File: config.mk
export PLATFORM = sky130hd
export DESIGN_NAME = transmitter_control
export DESIGN_NICKNAME = d
export VERILOG_FILES = /design/src/rtl/transmitter_control.sv
export SDC_FILE = /design/constraint.sdc
export NUM_CORES = 1
export LEC_CHECK = 0
export ABC_AREA = 1
export CORE_MARGIN = 5
export CORE_UTILIZATION = 46
export DETAILED_ROUTE_END_ITERATION = 7
export PLACE_DENSITY = 0.79
export REMOVE_ABC_BUFFERS = 1
export SETUP_SLACK_MARGIN = 0.15
export SLEW_MARGIN = 30
export SYNTH_ARGS = -nofsm -noshare
export SYNTH_HDL_FRONTEND = slang
export SYNTH_SLANG_ARGS = --single-unit
File: constraint.sdc
create_clock -name clk -period 1.4 [get_ports clk]
set_input_delay 0.28 -clock clk [delete_from_list [all_inputs] [get_ports clk]]
set_output_delay 0.28 -clock clk [all_outputs]
set_load 0.02 [all_outputs]
File: src/rtl/transmitter_control.sv
// transmitter_control: reads Length+1 words from memory and hands each to the serial transmitter over a 4-phase Send/Ack handshake.
// Optional CHECKSUM_EN appends an XOR checksum word, which then carries Ready instead of the last data word.
module transmitter_control #(
    parameter int DATA_W = 16,
    parameter int ADDR_W = 4
) (
    input  logic              clk,
    input  logic              Reset,
    input  logic              Start,
    input  logic [ADDR_W-1:0] Length,
    input  logic [DATA_W-1:0] memDataOut,
    output logic [ADDR_W-1:0] Address,
    output logic              ReadEnable,
    output logic [DATA_W-1:0] sndDataIn,
    output logic              Send,
    input  logic              Ack,
    output logic              Ready,
    output logic              Busy,
    output logic              Done
);
`ifdef CHECKSUM_EN
    typedef enum logic [2:0] {IDLE, FETCH, LOAD, WAIT_ACK, WAIT_REL, CSUM, DONE} state_t;
`else
    typedef enum logic [2:0] {IDLE, FETCH, LOAD, WAIT_ACK, WAIT_REL, DONE} state_t;
`endif
    state_t state, state_n;
    logic [ADDR_W-1:0] idx, idx_n, len, len_n, addr_n;
    logic [DATA_W-1:0] data_n;
    logic re_n, send_n, ready_n, busy_n, done_n, last;
`ifdef CHECKSUM_EN
    logic [DATA_W-1:0] csum, csum_n;
    logic csum_sent, csum_sent_n;
`endif

    assign last = idx == len;

    always_ff @(posedge clk or negedge Reset) begin
        if (!Reset) begin
            state      <= IDLE;
            idx        <= '0;
            len        <= '0;
            Address    <= '0;
            ReadEnable <= 1'b0;
            sndDataIn  <= '0;
            Send       <= 1'b0;
            Ready      <= 1'b0;
            Busy       <= 1'b0;
            Done       <= 1'b0;
`ifdef CHECKSUM_EN
            csum       <= '0;
            csum_sent  <= 1'b0;
`endif
        end else begin
            state      <= state_n;
            idx        <= idx_n;
            len        <= len_n;
            Address    <= addr_n;
            ReadEnable <= re_n;
            sndDataIn  <= data_n;
            Send       <= send_n;
            Ready      <= ready_n;
            Busy       <= busy_n;
            Done       <= done_n;
`ifdef CHECKSUM_EN
            csum       <= csum_n;
            csum_sent  <= csum_sent_n;
`endif
        end
    end

    always_comb begin
        state_n = state;
        idx_n   = idx;
        len_n   = len;
        addr_n  = Address;
        re_n    = 1'b0;
        data_n  = sndDataIn;
        send_n  = Send;
        ready_n = Ready;
        busy_n  = Busy;
        done_n  = 1'b0;
`ifdef CHECKSUM_EN
        csum_n      = csum;
        csum_sent_n = csum_sent;
`endif
        case (state)
            IDLE: if (Start && !Ack) begin
                len_n   = Length;
                idx_n   = '0;
                busy_n  = 1'b1;
                state_n = FETCH;
`ifdef CHECKSUM_EN
                csum_n      = '0;
                csum_sent_n = 1'b0;
`endif
            end
            FETCH: begin
                addr_n  = idx;
                re_n    = 1'b1;
                state_n = LOAD;
            end
            LOAD: begin
                data_n  = memDataOut;
                send_n  = 1'b1;
                state_n = WAIT_ACK;
`ifdef CHECKSUM_EN
                ready_n = 1'b0;
                csum_n  = csum ^ memDataOut;
`else
                ready_n = last;
`endif
            end
            WAIT_ACK: if (Ack) begin
                send_n  = 1'b0;
                ready_n = 1'b0;
                state_n = WAIT_REL;
            end
            WAIT_REL: if (!Ack) begin
`ifdef CHECKSUM_EN
                // the checksum handshake reuses WAIT_ACK/WAIT_REL; csum_sent tells them apart
                if (csum_sent) begin
                    state_n = DONE;
                    done_n  = 1'b1;
                end else if (last) begin
                    state_n = CSUM;
                end else begin
                    idx_n   = idx + 1'b1;
                    state_n = FETCH;
                end
`else
                state_n = last ? DONE : FETCH;
                idx_n   = last ? idx : idx + 1'b1;
                done_n  = last;
`endif
            end
`ifdef CHECKSUM_EN
            CSUM: begin
                data_n      = csum;
                send_n      = 1'b1;
                ready_n     = 1'b1;
                csum_sent_n = 1'b1;
                state_n     = WAIT_ACK;
            end
`endif
            DONE: begin
                busy_n  = 1'b0;
                state_n = IDLE;
            end
            default: state_n = IDLE;
        endcase
    end
endmodule

run_1/layers.png
(6 px per um) Only two layers are drawn.
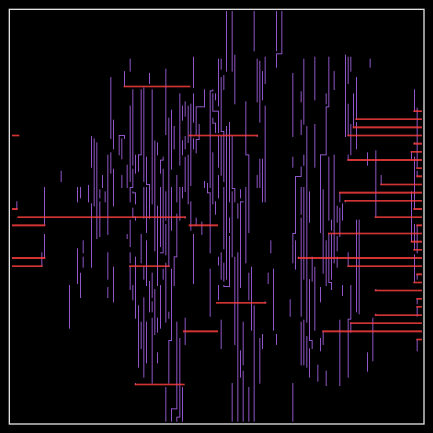
legend:
  M3:
    colour: red
    wire_length: 292 um
  M2:
    colour: purple
    wire_length: 1740 um

run_1/route_heat.png
(4 px per um) 14 x 14 tiles, from dark purple (low) to yellow (high), scaled to the fullest tile. Values are wire area over tile area, all layers added.
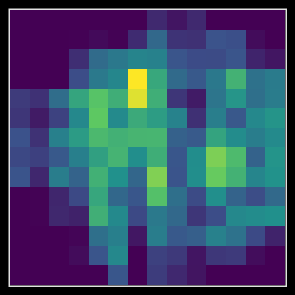
emptiest ninth of the die: bottom left
fullest tile: 0.45
mean over tiles: 0.12
nearly empty tiles: 24%
tiles over half the peak: 17%
densest ninth of the die: middle
all-layer global routing usage: 0.1651
WL final: 3609 um
via count: 1227
Avg WL per Cell: 13.99 um

==> out/results.ini, run 1 <==
[layout]
seq_area_um2 = 904.6
n_antenna_cell = 0
synthToLayoutAreaGrowth_pct = 40.58
nets = 237
fillers = 242

[global_routing]
gr-total-overflow = 0
grt_pass1_wl_um = 5595
grt_max_degree = 37
grt_pass1_vias = 1249
antenna_found_initial = 0

[logic_synthesis]
mux_share = 0.1366
ys_types = 27
yosys.area_share.aoi = 0.05259
ys_warn_count = 0
ys_sh_xor = 0.005495
avgSynthCellArea_um2 = 10.92
netlist_area_um2 = 1594
synth_flop_count = 36
netlist_logic_family_top = simple AND/OR/NAND/NOR gates
yosys_area_um2 = 1594
simple_gate_area_frac = 0.1821
adder_share = 0.007849

[final_timing]
layout_min_cycle_time_ps = 1232
period_used_share = 0.8797
hold_viol = 0
slew-limit-headroom = 0.8384
setup_viol_count_final = 0
worst_slew_pin_slew_ps = 242.3
slew_violations = 0
max_freq_ghz = 0.8119
rsz0062_at_grt = yes

[floorplanning]
chipArea_um2 = 4742
core_um2 = 3337
dieWidth_um = 68.87
rows = 21
fp_util = 0.4777
pin_count = 49

[critical_path]
cp-startpoint = state[0]
path_max_fanout = 8
start_kind = flip-flop
critPathKind = flip-flop to flip-flop
required_ps = 1630
crit_path_end_kind = flip-flop
cp.arrival_ps = 1460

[pwr]
ir_drop_mv = 0.7798
p_per_area_nw_per_um2 = 2072
power_leader = combinational cells
p_int_mw = 2.857
p_comb_mw = 2.36
p_clk_frac = 0.129
pg_seq_mw = 1.69
switching_share = 0.3847
power.leakage_nw = 1.125

[routing]
vias_per_cell = 4.756
first_pass_iters = 4
drtIter0Drc = 29

[placement]
io_buffers = 48
dpl_cell_area_um2 = 2165
globalplace.congestion = 0.7745

[clock_network]
clkLatencyLatePin_ps = 340
clkTransAtPathRegs_ps = 100
cts_tree = built
numCtsBuffers = 5
cts_buffer_depth = 2
htree_levels = 2

[run]
maxCapViolations = 0
warnings = 27

[hold_path]
hold_path_class = primary input to asynchronous set/reset pin

[run_status]
status = finished clean

run_1/closeup.png
Window x 19 to 49, y 19 to 49 um. Cells in grey, sequential cells in the stronger grey; small squares are vias.
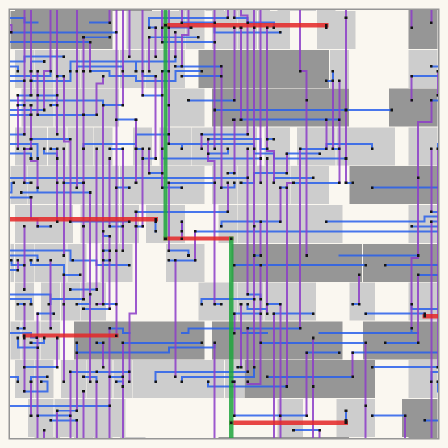
legend:
  M1:
    colour: blue
  M2:
    colour: purple
  M3:
    colour: red
  M4:
    colour: green
sequential cells in the window: 10
netlist names of flops here include: `sndDataIn` (4), `state` (2)
most frequent: nand2_1 (13), dfrtp_1 (9), buf_4 (8)
cells with their middle in the window: 78

run 1: through the flow:
step | utilization | worst slack [ps] | hold WS (ps) | std cells
after floorplan | - | -50.97 | -15.59 | 144
after global placement | 0.6487 | -52.05 | 475.7 | 242
after detailed placement | 0.6487 | -119.9 | 487.6 | 242
after CTS | 0.6453 | 139.1 | 296.9 | 253
after global routing | 0.6715 | 107.9 | 311.7 | 258
final | 0.6715 | 168.4 | 308.7 | 258
run 1: cell usage in the layout (no fill, tap or decap):
cell and count:
buf_2 25, clkbuf_4 5, buf_12 2, mux2_4 15, xnor2_1 1, clkbuf_16 1, nor2_2 2, nand2_4 1
nand2_2 1, o211ai_1 1, dfrtp_2 3, o21ai_1 4, clkdlybuf4s50_1 23, buf_4 10, o21ai_0 2, nand4_2 1
o21ai_2 1, dfrtp_1 33, nand4_1 3, nand2_1 32, mux2_2 1, inv_2 3, nand3_1 4, o22ai_1 1
clkbuf_8 2, nand3_4 2, nor2_4 3, ha_1 1, inv_1 11, a21oi_1 7, clkinv_2 1, nor3_1 1
nor2_1 8, nor3_2 1
run 1: critical path, stage by stage (launching register included):
cell       delay (ps)
dfrtp_1           430
inv_2             100
nand3_4           100
clkbuf_16         190
mux2_4            300
run 1: per-layer routing:
layer	share of wire	track usage	vias up
met1	0.42	0.1805	570
li1	-	-	606
met5	0	0	-
met4	0.017	0.07299	0
met3	0.081	0.05673	10
met2	0.48	0.2881	41
run 1: registers in the layout, summed over array words and instances (netlist names):
signal and count:
sndDataIn 16, Address 4, idx 4, len 4, state 3, Busy 1
Done 1, ReadEnable 1, Ready 1, Send 1
run 1: path summary, 6_finish.rpt:
path	to	depth (start not counted)	slack, ps
worst max-delay path	sndDataIn[9]	4	170
worst min-delay path	Busy	2	310
worst max register to register	sndDataIn[9]	4	170
worst min register to register	Address[1]	2	500
max in group asynchronous	state[1]	2	900
min in group clk	Done	2	500
run 1: final cells by class:
type,count,area share
multi-input combinational,93,0.2948
tap,46,0.02568
timing repair buffer,61,0.2211
sequential,36,0.4037
inverter,15,0.02568
clock buffer,7,0.02903
run 1: Yosys cell counts:
cell | instances | area (um2)
nor2_2 | 2 | 12.51
nand3_4 | 1 | 17.52
inv_1 | 12 | 45.04
o21ai_0 | 2 | 10.01
o21ai_1 | 5 | 25.02
inv_2 | 2 | 7.510
mux2_2 | 1 | 11.26
nand4_1 | 3 | 18.77
dfrtp_1 | 36 | 900.9
o22ai_1 | 1 | 6.260
xnor2_1 | 1 | 8.760
clkinv_2 | 1 | 5.000
nand3_1 | 4 | 20.02
mux2_4 | 10 | 150.1
nor3_2 | 1 | 10.01
nand4_2 | 1 | 12.51
nand3_2 | 1 | 10.01
nor3_1 | 1 | 5.000
a21oi_1 | 7 | 35.03
nor2_4 | 1 | 11.26
nand2_4 | 1 | 11.26
ha_1 | 1 | 12.51
nor2_1 | 10 | 37.54
mux2_1 | 5 | 56.30
o211ai_1 | 1 | 7.510
nand2_1 | 33 | 123.9
buf_6 | 2 | 22.52
run 1: repair_timing:
item	4_1_cts	5_1_grt
gates cloned	0	1
pin swaps	0	4
resized	106	10
buffers inserted	4	4
endpoints found under the setup margin	48	31
==> run 2: changes to the inputs <==
- CORE_UTILIZATION: 46 -> 29
- CTS_CLUSTER_DIAMETER: unset -> 50
- GPL_ROUTABILITY_DRIVEN: unset -> 0
- PLACE_DENSITY: 0.79 -> unset
==> out/results.ini, run 2 <==
[logic_synthesis]
netlist_area_um2 = 1594
flop_cell = dfrtp_1
yosys_area_um2 = 1594
ys_types = 27
ys_warn_count = 0
async_flop_share = 1.000

[critical_path]
cp.arrival_ps = 1460
path_max_fanout = 8
cp-startpoint = state[1]
start_kind = flip-flop
required_ps = 1570
r2r-end = sndDataIn[1]
r2r.worst_path.cells = 4
crit_path_end_kind = flip-flop
rrSetupSlack_ps = 120
critPathKind = flip-flop to flip-flop

[floorplanning]
core_um2 = 5439
pin_count = 49
chipArea_um2 = 7080
fp_util = 0.2931

[global_routing]
antenna_found_initial = 0
grt_pass1_wl_um = 5940
gr-total-overflow = 0
grt_max_degree = 37

[layout]
top_register = sndDataIn
nets = 235
seq_area_um2 = 904.6
lay_top_cells = dfrtp_1 (33), nand2_1 (32), clkdlybuf4s50_1 (22), mux2_4 (14), clkdlybuf4s15_2 (12)
synthToLayoutAreaGrowth_pct = 46.78
largest_register_ffs = 16
n_antenna_cell = 0

[routing]
first_pass_iters = 4
drt_wl_total_um = 3775
vias_per_cell = 4.387
drtIter0Drc = 34

[placement]
post-place-ws_ps = -81.20
dpl_cell_area_um2 = 2207
io_buffers = 48

[pwr]
switching_share = 0.3790
p_int_mw = 2.954
power.leakage_nw = 1.114
p_per_area_nw_per_um2 = 2033
ir_drop_mv = 0.8834

[clock_network]
numCtsBuffers = 5
cts_buffer_depth = 2
clkTransAtPathRegs_ps = 70
clkLatencyLatePin_ps = 280
htree_levels = 2

[hold_path]
hold_path_class = flip-flop to flip-flop

[final_timing]
hold_viol = 0
max_freq_ghz = 0.7801
worst_slew_pin_slew_ps = 380.0
rsz0062_at_grt = yes
slew_violations = 0
fin_ws_ps = 118.2

[run_status]
status = finished clean

[run]
warnings = 27

==> run 2: worst min-delay path by stage <==
stage	endpoint	cells past startpoint	slack (ps)
finish	Address[2]	2	490
global route	Address[2]	2	520
CTS	sndDataIn[2]	3	500
detailed placement	sndDataIn[1]	2	280
global placement	sndDataIn[0]	2	260
floorplan	Address[0]	0	-20
==> run 2: power by group through the flow <==
stage	registers [mW]	clock network [mW]	logic, mW
after floorplan	2.05	0	0.943
after global placement	1.67	0	2.28
after detailed placement	1.70	0	2.30
after CTS	1.69	0.728	2.23
after global routing	1.74	0.776	2.55
final	1.68	0.700	2.37
==> run 2: repair_timing <==
action	CTS	global route
setup endpoints to repair	49	39
gates resized	68	24
hold endpoints to repair	36	0
hold buffers	1	0
setup buffers	1	2
gates cloned	0	1
==> run 2: final cells by class <==
type | count | share of cell area
sequential | 36 | 0.3866
multi-input combinational | 93 | 0.2807
timing repair buffer | 59 | 0.2364
tap | 72 | 0.03850
clock buffer | 6 | 0.03102
inverter | 15 | 0.02460
clock inverter | 1 | 0.002139
==> run 2: cell families after synthesis <==
kind of cell,share of synthesized area
xor+xnor,0.005496
fa+ha+maj,0.007848
mux,0.1366
compound gates,0.05259
simple gates,0.1821
flops,0.5651
buf+inv,0.05023
==> run 2: per-stage QoR <==
step / utilization / hold slack [ps]
after detailed placement: 0.4058 / 282.1
after global placement: 0.4058 / 261.5
after CTS: 0.4279 / 500.7
after floorplan: - / -15.59
after global routing: 0.4302 / 520.5
final: 0.4302 / 490.6
==> run 2: critical path, cell delays in order (launching register included) <==
cell and delay [ps]:
dfrtp_1 420, buf_4 160, nand3_4 110, buf_12 150
mux2_2 330
==> run 2: routing by layer <==
layer	vias to the layer above	GRT usage	share of wire
met2	33	0.1714	0.47
li1	609	-	-
met4	0	0.04386	0.010
met5	-	0	0
met1	591	0.1321	0.48
met3	4	0.03238	0.036
run_2/gates.png
(4 px per um)
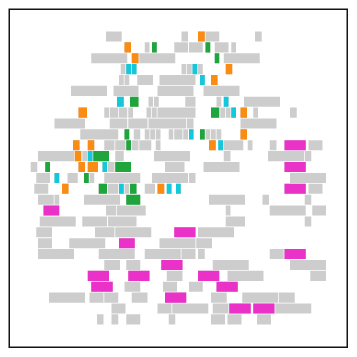
legend:
  aoi and oai cells:
    colour: orange
    cells: 16
    most_used: a21oi_1
  mux cells:
    colour: magenta
    cells: 16
    most_used: mux2_4
  nor cells:
    colour: green
    cells: 15
    most_used: nor2_1
  inv cells:
    colour: cyan
    cells: 15
    most_used: inv_1
logic gate fraction of the total cell area: 0.2807
Commonest Layout Cell: dfrtp_1
fin cells: 282

run_2/route_heat.png
(3 px per um) 17 x 17 tiles, from dark purple (low) to yellow (high), scaled to the fullest tile. Values are wire area over tile area, all layers added.
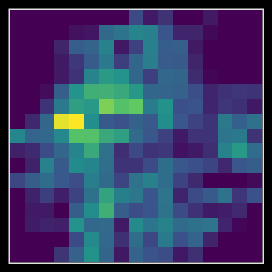
mean over tiles: 0.082
nearly empty tiles: 25%
emptiest ninth of the die: top right
tiles over half the peak: 8.7%
Avg WL per Cell: 13.39 um
via count: 1237
all-layer global routing usage: 0.1063

run_2/closeup.png
Window x 27 to 57, y 27 to 57 um. Cells in grey, sequential cells in the stronger grey; small squares are vias.
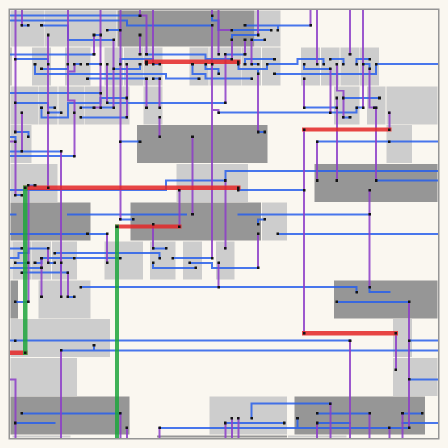

==> run 3: changes to the inputs <==
- clock period: 1.4 -> 1.6 ns (I/O delays scaled with it)
run_3/closeup.png
Window x 27 to 57, y 27 to 57 um. Cells in grey, sequential cells in the stronger grey; small squares are vias.
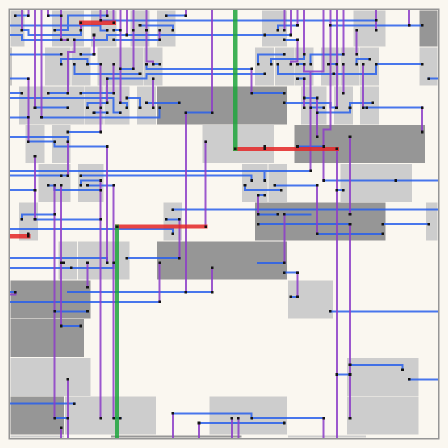
legend:
  M3:
    colour: red
  M1:
    colour: blue
  M2:
    colour: purple
  M4:
    colour: green
most frequent: nand2_1 (11), dfrtp_1 (6)
netlist names of flops here include: `state` (2)
cells with their middle in the window: 48
sequential cells in the window: 6

run_3/layers.png
(4 px per um) Only two layers are drawn.
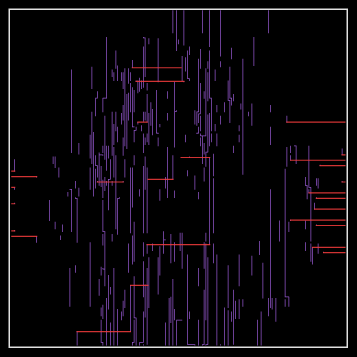
legend:
  M2:
    colour: purple
    wire_length: 1690 um
  M3:
    colour: red
    wire_length: 188 um
WL final: 3550 um
Avg WL per Cell: 12.91 um
via count: 1204

==> out/results.ini, run 3 <==
[logic_synthesis]
synth_flop_count = 36
ys_warn_count = 0
flop_cell = dfrtp_1
ys_types = 27
top_cell_area_share = 0.5651
avgSynthCellArea_um2 = 10.92
async_flop_share = 1.000
ys_sh_xor = 0.005495
top_cells_by_area = dfrtp_1 (57%), mux2_4 (9.4%), nand2_1 (7.8%), mux2_1 (3.5%), inv_1 (2.8%)
synth-edff-count = 0
mux_share = 0.1366
most_common_cell = dfrtp_1
netlist_area_um2 = 1594
yosys.area_share.aoi = 0.05259
yosys_area_um2 = 1594

[clock_network]
numCtsBuffers = 5
cts_buffer_depth = 2
htree_levels = 2
cts_tree = built
clkLatencyLatePin_ps = 290
clkTransAtPathRegs_ps = 70
post-cts-setup-buffers = 0

[critical_path]
critPathBufInv = 2
crit_family = flip-flops
crit_chain = inv_2, nand3_4, buf_12, mux2_1
crit_path_end_kind = flip-flop
start_kind = flip-flop
cp_num_cells = 4
critPathKind = flip-flop to flip-flop
cp_slowest_cell = dfrtp_1
required_ps = 1770
cp.arrival_ps = 1530

[layout]
layout_top_cell = dfrtp_1
synthToLayoutAreaGrowth_pct = 43.64
n_antenna_cell = 0
nets = 227

[hold_path]
hold_path_class = flip-flop to flip-flop
whs_path_depth = 2

[global_routing]
grt_pass1_vias = 1226
gr-total-overflow = 0
antenna_found_initial = 0
grtUsageTotal = 0.1087

[pwr]
p_per_area_nw_per_um2 = 1795
ir_drop_mv = 0.7093
p_int_mw = 2.617
power.leakage_nw = 1.112
switching_share = 0.3631
p_clk_frac = 0.214

[floorplanning]
pin_count = 49
dieWidth_um = 84.14
rows = 27

[final_timing]
rsz0062_at_grt = no
slew_violations = 0
hold_viol = 0
setup_viol_count_final = 0
period_used_share = 0.8500
worst_slew_pin_slew_ps = 421.2
fin_hold_ws_ps = 483.1

[run_status]
status = finished clean

[run]
warnings = 25
maxCapViolations = 0

[routing]
first_pass_iters = 4
vias_per_cell = 4.378

[placement]
io_buffers = 48

## run 3: cell counts after synthesis
No cell type changed its count.
## run 3: cell type report
| cell class | count | area (um2) |
|---|---|---|
| inverters | 15 | 57.56 |
| multi-input cells | 93 | 620.6 |
| well taps | 72 | 90.09 |
| fillers | 522 | 3149 |
| clock inverters | 1 | 30.03 |
| flip-flops and latches | 36 | 900.9 |
| clock buffers | 7 | 96.34 |
| repair buffers | 51 | 494.2 |
## run 3: final timing paths
path,start,to,slack (ps)
max in group asynchronous,Reset,Address[3],650
max,state[2],sndDataIn[14],240
min reg2reg,Address[2],Address[2],480
min in group asynchronous,Reset,sndDataIn[12],490
min,Address[2],Address[2],480
max reg2reg,state[2],sndDataIn[14],240
## run 3: repair_timing
action	CTS	global route
gates resized	25	1
pin swaps	0	0
hold buffers	1	0
setup endpoints to repair	25	15
endpoints found under the hold margin	16	0
## run 3: routing by layer
metal	track usage	vias to the layer above	share of wire
met5	0	-	0
met4	0.05702	0	0.014
met3	0.03140	4	0.053
met2	0.1679	33	0.48
met1	0.1374	572	0.46
li1	-	595	-
## run 3: cell families after synthesis
kind of cell    count (synthesis)
simple gates                   59
flops                          36
buf+inv                        17
compound gates                 16
mux                            16
xor+xnor                        1
fa+ha+maj                       1
## run 3: worst register-to-register path: cells and delay by family, from the launching register on
family                 cells  cell delay, ps
muxes                      1             310
buffers and inverters      2             340
DFF                        1             450
and+or+nand+nor            1             140
## run 3: power groups by stage
stage          Combinational [mW]  Clock [mW]  Sequential, mW
2_1_floorplan               0.825           0            1.79
3_3_place_gp                 1.94           0            1.47
3_5_place_dp                 1.95           0            1.49
4_1_cts                      1.78       0.922            1.46
5_1_grt                      1.92       0.958            1.51
6_report                     1.77       0.880            1.46
## run 3: through the flow
step / cell area [um2] / setup slack (ps) / utilization / power (mW) / cells
2_1_floorplan: 1572 / 149.0 / - / 2.616 / 144
3_3_place_gp: 2177 / 79.93 / 0.4003 / 3.417 / 266
3_5_place_dp: 2177 / 56.88 / 0.4003 / 3.438 / 266
4_1_cts: 2282 / 169.7 / 0.4196 / 4.160 / 275
5_1_grt: 2290 / 163.9 / 0.4210 / 4.389 / 275
6_report: 2290 / 240.0 / 0.4210 / 4.109 / 275

==> gallery <==
Cell placement.
panel A
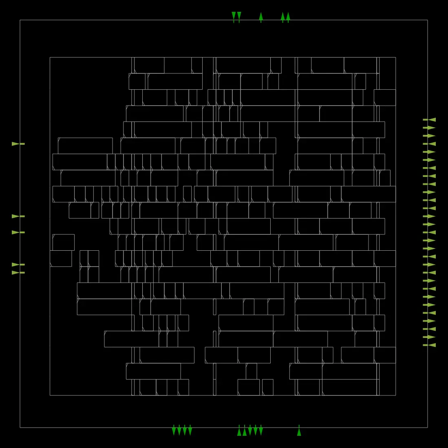
panel B
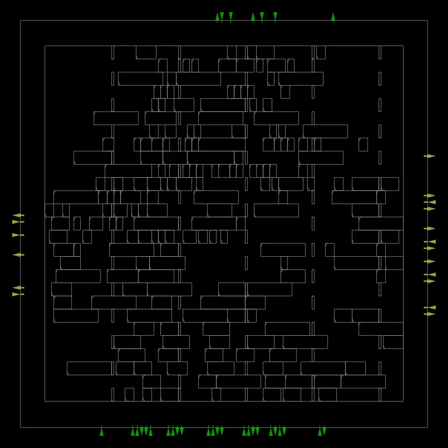
| from | picture |
|---|---|
| run 2 | panel B |
| run 1 | panel A |
Of these, highest utilization: panel A

Power and IR drop assume default switching activity.
